### config.mk
export PLATFORM = sky130hd
export DESIGN_NAME = uart_tx_cfg_flat
export DESIGN_NICKNAME = d
export VERILOG_FILES = /design/src/rtl/uart_tx_if.sv /design/src/rtl/uart_tx_cfg.sv /design/src/flat_wrapper.sv
export SDC_FILE = /design/constraint.sdc
export NUM_CORES = 1
export LEC_CHECK = 0
export ABC_AREA = 1
export CAP_MARGIN = 10
export CORE_MARGIN = 2
export CORE_UTILIZATION = 55
export CTS_CLUSTER_DIAMETER = 60
export DETAILED_ROUTE_END_ITERATION = 8
export PLACE_DENSITY = 0.85
export RECOVER_POWER = 100
export SYNTH_ARGS = -nofsm -noshare
export SYNTH_HDL_FRONTEND = slang
export SYNTH_SLANG_ARGS = --single-unit
export TNS_END_PERCENT = 10
### constraint.sdc
create_clock -name sys_clk -period 2.5 [get_ports sys_clk]
set_input_delay 0.375 -clock sys_clk [delete_from_list [all_inputs] [get_ports sys_clk]]
set_output_delay 0.375 -clock sys_clk [all_outputs]
set_load 0.05 [all_outputs]
### src/rtl/uart_tx_if.sv
// ---------------------------------------------------------------------------
// uart_tx_if
//   Groups the word-side handshake and the serial/status outputs of
//   uart_tx_cfg into one bundle.
//   master : the word producer (drives uart_tx_valid / uart_tx_din)
//   slave  : the transmitter   (drives ready, serial line and status)
// Signals
//   uart_tx_valid     write request for uart_tx_din
//   uart_tx_din       word to send, bit 0 goes out first
//   uart_tx_ready     FIFO can accept a word
//   uart_tx_dout      serial line, idle high
//   uart_tx_busy      transmitter FSM is not idle
//   uart_tx_done      1-cycle pulse in the last cycle of the final stop bit
//   uart_tx_fifo_cnt  words waiting in the FIFO (excludes word on the wire)
// ---------------------------------------------------------------------------
interface uart_tx_if #(
  parameter int DATA_WIDTH = 8,
  parameter int FIFO_DEPTH = 8
);
  localparam int FCNT_W = $clog2(FIFO_DEPTH + 1);

  logic                  uart_tx_valid;
  logic [DATA_WIDTH-1:0] uart_tx_din;
  logic                  uart_tx_ready;
  logic                  uart_tx_dout;
  logic                  uart_tx_busy;
  logic                  uart_tx_done;
  logic [FCNT_W-1:0]     uart_tx_fifo_cnt;

  modport master (
    output uart_tx_valid, uart_tx_din,
    input  uart_tx_ready, uart_tx_dout, uart_tx_busy, uart_tx_done, uart_tx_fifo_cnt
  );

  modport slave (
    input  uart_tx_valid, uart_tx_din,
    output uart_tx_ready, uart_tx_dout, uart_tx_busy, uart_tx_done, uart_tx_fifo_cnt
  );
endinterface

### src/rtl/uart_tx_cfg.sv
// ---------------------------------------------------------------------------
// uart_tx_cfg
//   Parametrised UART transmitter with an internal TX FIFO. Words enter via
//   a valid/ready handshake and are serialised LSB first as
//   start / data / optional parity / stop bits. Queued frames follow each
//   other with no idle gap.
// Ports
//   sys_clk  system clock, everything on the rising edge
//   reset    synchronous, active-high; aborts any frame and flushes the FIFO
//   tx       uart_tx_if.slave bundle (handshake, serial line, status)
// ---------------------------------------------------------------------------
module uart_tx_cfg #(
  parameter int SYS_CLK_FREQ = 200_000_000,
  parameter int BAUD_RATE    = 19200,
  parameter int DATA_WIDTH   = 8,
  parameter int PARITY_MODE  = 0,   // 0 none, 1 even, 2 odd
  parameter int STOP_BITS    = 1,
  parameter int FIFO_DEPTH   = 8
) (
  input  logic     sys_clk,
  input  logic     reset,
  uart_tx_if.slave tx
);
  localparam int BAUD_DIV = SYS_CLK_FREQ / BAUD_RATE;
  localparam int CNT_W    = (BAUD_DIV > 1) ? $clog2(BAUD_DIV) : 1;
  localparam int PTR_W    = (FIFO_DEPTH > 1) ? $clog2(FIFO_DEPTH) : 1;
  localparam int FCNT_W   = $clog2(FIFO_DEPTH + 1);

  generate
    if (BAUD_DIV < 2 || DATA_WIDTH < 5 || DATA_WIDTH > 9 ||
        PARITY_MODE < 0 || PARITY_MODE > 2 ||
        STOP_BITS < 1 || STOP_BITS > 2 ||
        FIFO_DEPTH < 2 || (FIFO_DEPTH & (FIFO_DEPTH - 1)) != 0) begin : g_bad_params
      $error("uart_tx_cfg: illegal parameter combination");
    end
  endgenerate

  typedef enum logic [2:0] {S_IDLE, S_START, S_DATA, S_PARITY, S_STOP} state_t;

  // ---------------- TX FIFO ----------------
  logic [DATA_WIDTH-1:0] fifo_mem [FIFO_DEPTH];
  logic [PTR_W-1:0]      wr_ptr, rd_ptr;
  logic [FCNT_W-1:0]     fifo_cnt;
  logic                  fifo_ready;
  logic                  push, pop;
  logic [DATA_WIDTH-1:0] fifo_head;
  logic                  head_par;

  assign fifo_ready = (fifo_cnt != FCNT_W'(FIFO_DEPTH));
  assign push       = tx.uart_tx_valid && fifo_ready;
  assign fifo_head  = fifo_mem[rd_ptr];
  // Parity is taken from the word as it leaves the FIFO, so later writes
  // can never disturb a frame already in flight.
  assign head_par   = (PARITY_MODE == 2) ? ~(^fifo_head) : (^fifo_head);

  // NOTE: storage array has no reset; only pointers and count define validity.
  always_ff @(posedge sys_clk) begin
    if (push) fifo_mem[wr_ptr] <= tx.uart_tx_din;
  end

  // NOTE: sequential state uses non-blocking assignments only.
  always_ff @(posedge sys_clk) begin
    if (reset) begin
      wr_ptr   <= '0;
      rd_ptr   <= '0;
      fifo_cnt <= '0;
    end else begin
      if (push) wr_ptr <= wr_ptr + PTR_W'(1);
      if (pop)  rd_ptr <= rd_ptr + PTR_W'(1);
      case ({push, pop})
        2'b10:   fifo_cnt <= fifo_cnt + FCNT_W'(1);
        2'b01:   fifo_cnt <= fifo_cnt - FCNT_W'(1);
        default: fifo_cnt <= fifo_cnt;  // idle or push+pop together
      endcase
    end
  end

  // ---------------- Transmit FSM ----------------
  state_t                state_q, state_nx;
  logic [CNT_W-1:0]      baud_q, baud_nx;
  logic [3:0]            idx_q, idx_nx;     // data bit / stop bit index
  logic [DATA_WIDTH-1:0] shift_q, shift_nx;
  logic                  par_q, par_nx;
  logic                  dout_q, dout_nx;
  logic                  bit_end;
  logic                  load;
  logic                  done;

  assign bit_end = (baud_q == CNT_W'(BAUD_DIV - 1));

  // NOTE: every always_comb output gets a default first, so no latch is inferred.
  always_comb begin
    state_nx = state_q;
    baud_nx  = baud_q + CNT_W'(1);
    idx_nx   = idx_q;
    shift_nx = shift_q;
    par_nx   = par_q;
    dout_nx  = dout_q;
    load     = 1'b0;
    done     = 1'b0;

    case (state_q)
      S_IDLE: begin
        baud_nx = '0;
        dout_nx = 1'b1;
        if (fifo_cnt != '0) load = 1'b1;
      end
      S_START: begin
        if (bit_end) begin
          state_nx = S_DATA;
          baud_nx  = '0;
          idx_nx   = '0;
          dout_nx  = shift_q[0];
        end
      end
      S_DATA: begin
        if (bit_end) begin
          baud_nx = '0;
          if (idx_q == 4'(DATA_WIDTH - 1)) begin
            if (PARITY_MODE != 0) begin
              state_nx = S_PARITY;
              dout_nx  = par_q;
            end else begin
              state_nx = S_STOP;
              idx_nx   = '0;
              dout_nx  = 1'b1;
            end
          end else begin
            idx_nx   = idx_q + 4'd1;
            shift_nx = {1'b0, shift_q[DATA_WIDTH-1:1]};
            dout_nx  = shift_q[1];
          end
        end
      end
      S_PARITY: begin
        if (bit_end) begin
          state_nx = S_STOP;
          baud_nx  = '0;
          idx_nx   = '0;
          dout_nx  = 1'b1;
        end
      end
      S_STOP: begin
        if (bit_end) begin
          baud_nx = '0;
          if (idx_q == 4'(STOP_BITS - 1)) begin
            done = 1'b1;
            // Queued word: chain straight into the next start bit.
            if (fifo_cnt != '0) begin
              load = 1'b1;
            end else begin
              state_nx = S_IDLE;
              dout_nx  = 1'b1;
            end
          end else begin
            idx_nx = idx_q + 4'd1;
          end
        end
      end
      default: begin
        state_nx = S_IDLE;
        dout_nx  = 1'b1;
      end
    endcase

    if (load) begin
      state_nx = S_START;
      baud_nx  = '0;
      shift_nx = fifo_head;
      par_nx   = head_par;
      dout_nx  = 1'b0;
    end
  end

  assign pop = load;

  always_ff @(posedge sys_clk) begin
    if (reset) begin
      state_q <= S_IDLE;
      baud_q  <= '0;
      idx_q   <= '0;
      shift_q <= '0;
      par_q   <= 1'b0;
      dout_q  <= 1'b1;
    end else begin
      state_q <= state_nx;
      baud_q  <= baud_nx;
      idx_q   <= idx_nx;
      shift_q <= shift_nx;
      par_q   <= par_nx;
      dout_q  <= dout_nx;
    end
  end

  assign tx.uart_tx_ready    = fifo_ready;
  assign tx.uart_tx_dout     = dout_q;
  assign tx.uart_tx_busy     = (state_q != S_IDLE);
  assign tx.uart_tx_done     = done;
  assign tx.uart_tx_fifo_cnt = fifo_cnt;
endmodule
### src/flat_wrapper.sv
// flat-port wrapper written by rule: the top's interface ports become plain ports
module uart_tx_cfg_flat 
#(
  parameter int SYS_CLK_FREQ = 200_000_000,
  parameter int BAUD_RATE    = 19200,
  parameter int DATA_WIDTH   = 8,
  parameter int PARITY_MODE  = 0,                           
  parameter int STOP_BITS    = 1,
  parameter int FIFO_DEPTH   = 8
)
  (sys_clk, reset, tx_uart_tx_valid, tx_uart_tx_din, tx_uart_tx_ready, tx_uart_tx_dout, tx_uart_tx_busy, tx_uart_tx_done, tx_uart_tx_fifo_cnt);
  uart_tx_if #(.DATA_WIDTH(DATA_WIDTH), .FIFO_DEPTH(FIFO_DEPTH)) tx_i ();
  input  logic sys_clk;
  input  logic reset;
  input wire logic [$bits(tx_i.uart_tx_valid)-1:0] tx_uart_tx_valid;
  input wire logic [$bits(tx_i.uart_tx_din)-1:0] tx_uart_tx_din;
  output wire logic [$bits(tx_i.uart_tx_ready)-1:0] tx_uart_tx_ready;
  output wire logic [$bits(tx_i.uart_tx_dout)-1:0] tx_uart_tx_dout;
  output wire logic [$bits(tx_i.uart_tx_busy)-1:0] tx_uart_tx_busy;
  output wire logic [$bits(tx_i.uart_tx_done)-1:0] tx_uart_tx_done;
  output wire logic [$bits(tx_i.uart_tx_fifo_cnt)-1:0] tx_uart_tx_fifo_cnt;
  assign tx_i.uart_tx_valid = tx_uart_tx_valid;
  assign tx_i.uart_tx_din = tx_uart_tx_din;
  assign tx_uart_tx_ready = tx_i.uart_tx_ready;
  assign tx_uart_tx_dout = tx_i.uart_tx_dout;
  assign tx_uart_tx_busy = tx_i.uart_tx_busy;
  assign tx_uart_tx_done = tx_i.uart_tx_done;
  assign tx_uart_tx_fifo_cnt = tx_i.uart_tx_fifo_cnt;
  uart_tx_cfg #(.SYS_CLK_FREQ(SYS_CLK_FREQ), .BAUD_RATE(BAUD_RATE), .DATA_WIDTH(DATA_WIDTH), .PARITY_MODE(PARITY_MODE), .STOP_BITS(STOP_BITS), .FIFO_DEPTH(FIFO_DEPTH)) u_core (.sys_clk(sys_clk), .reset(reset), .tx(tx_i));
endmodule
route_heat.png
Scale: 4 px per um. The die is cut into 20 by 20 equal tiles; black is low, pale yellow is high, scaled to the fullest tile. Values are wire area over tile area, all layers added.
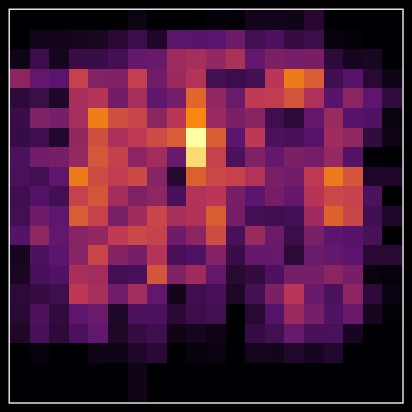
nearly empty tiles = 19%
densest ninth of the die = center
emptiest ninth of the die = south
routed length per instance: 14.1 um
wirelength, routed: 9440 um
Tot GR Track Use: 20.6%
routed vias: 3609

ff_map.png
Scale: 4 px per um.
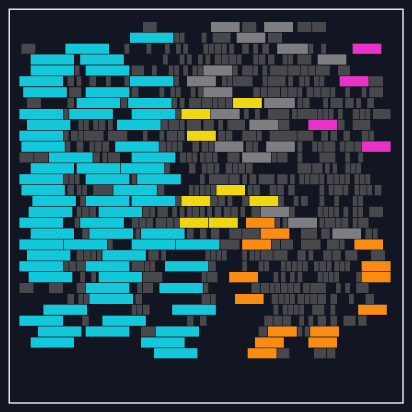
orange -> u_core.baud_q  # placed flops 14
yellow -> u_core.shift_q  # placed flops 8, where center
magenta -> u_core.idx_q  # placed flops 4, where north-east
cyan -> u_core.fifo_mem  # placed flops 64
not colored = 17
sequential fraction of total cell area: 52.1%
Core Util, Final: 61.9%
Flop+latch power: 2.19 mW
register area: 0.00279 mm^2

==> flow_summary.toml <==
# implementation run metrics
[outcome]
status = "completed"

[final_timing]
rsz0062_at_grt = "no"
hold_viol = 0
slew_viol_final = 0
setup_viol = 0
max-slew-margin-rel_pct = 45.9
fin_crit_ns = 2.35
postLayoutSetupSlackWorst_ns = 0.152

[synth]
ys.flop_type = "edfxtp_1"
ys_sh_simple_pct = 23.2
top_cell_area_share_pct = 39.5
ys_sh_mux_pct = 0
synth_top_cell_by_area = "edfxtp_1"
synth_chip_area_mm2 = 0.00487
syn-num-nets = 549
ys_seq_share_pct = 57.2

[cells_and_area]
comb_area_mm2 = 0.00182
fin_area_mm2 = 0.00534
drive_gt1_share_pct = 10.5
antenna_cells = 0
fillers = 702
final_cell_mix = "nand2_1 (113), nor2_1 (78), edfxtp_1 (64), dfxtp_1 (41), inv_1 (39)"

[clocking]
clkTransAtPathRegs_ns = 0.09
cts_buffer_depth = 2
postCtsSetupBuffers = 0
htree_num_levels = 3
cts_tree = "yes"

[die]
die_w_um = 98.1
dieArea_mm2 = 0.00962

[worst_setup_path]
cp.arrival_ns = 1.97
r2r-end = "u_core.tx.uart_tx_fifo_cnt[2]"
r2r-start = "u_core.baud_q[0]"
crit_required_ns = 2.12
start_kind = "register"
slowest_delay_ns = 0.88

[detailed_routing]
drc = 0

[flow_run]
max-cap-violations = 0

[global_route]
grt_max_degree = 33
use_met1_pct = 26.3
grt_first_pass_wirelength_um = 15800

[power_and_ir_drop]
leakage_nw = 1.98

[placed_design]
dp_cells = 654
gp_congestion = 0.851
place_area_mm2 = 0.00520

[hold_path]
min_delay_path_depth = 1
m3.png
Scale: 4 px per um.
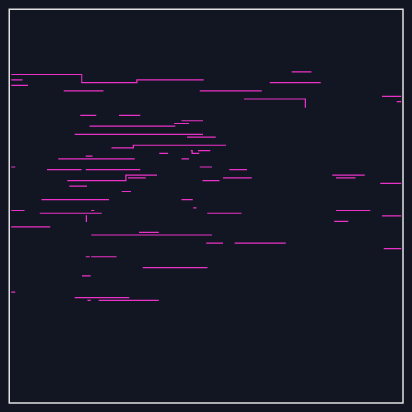
wire length on this layer = 528 um
share of all routed wire = 5.6%
nets with wire on the layer = 43

area by class of cell:
type / instances / area share (%)
Clock buffer: 10 / 2.39
Clock inverter: 6 / 1.08
Inverter: 44 / 3.09
Multi-Input combinational cell: 363 / 34.1
Sequential cell: 107 / 52.1
Tap cell: 108 / 2.53
Timing Repair Buffer: 32 / 4.68
flip-flops by register name, summed over array words and instances, names as in the netlist, named ones only:
register and flops:
u_core.shift_q 8, u_core.tx.uart_tx_fifo_cnt 4, u_core.state_q 3, u_core.tx.uart_tx_dout 1, u_core.fifo_mem 64, u_core.idx_q 4
u_core.rd_ptr 3, u_core.baud_q 14, u_core.wr_ptr 3
worst max-delay path by stage:
stage	from	end
floorplan	u_core.tx.uart_tx_fifo_cnt[3]	u_core.tx.uart_tx_fifo_cnt[2]
global placement	u_core.baud_q[0]	u_core.tx.uart_tx_fifo_cnt[2]
detailed placement	u_core.baud_q[0]	u_core.tx.uart_tx_fifo_cnt[2]
CTS	u_core.baud_q[0]	u_core.tx.uart_tx_fifo_cnt[2]
global route	u_core.baud_q[0]	u_core.tx.uart_tx_fifo_cnt[2]
finish	u_core.state_q[2]	tx_uart_tx_busy
where the power goes:
| part | internal [mW] | total, mW | switching (mW) | leakage (nW) |
|---|---|---|---|---|
| clock network | 0.392 | 1.01 | 0.614 | 0.0961 |
| registers | 2.06 | 2.19 | 0.124 | 0.933 |
| logic | 0.603 | 1.84 | 1.24 | 0.953 |
metal layers:
| layer | vias to the layer above | wire (um) |
|---|---|---|
| li1 | 1813 | - |
| met1 | 1666 | 4020 |
| met2 | 109 | 4710 |
| met3 | 21 | 528 |
| met4 | 0 | 181 |
| met5 | - | 0 |
repair_timing:
action	4_1_cts	5_1_grt
setup endpoints to repair	0	2
hold endpoints to repair	0	0
resized	0	6
Power and IR drop assume default switching activity.
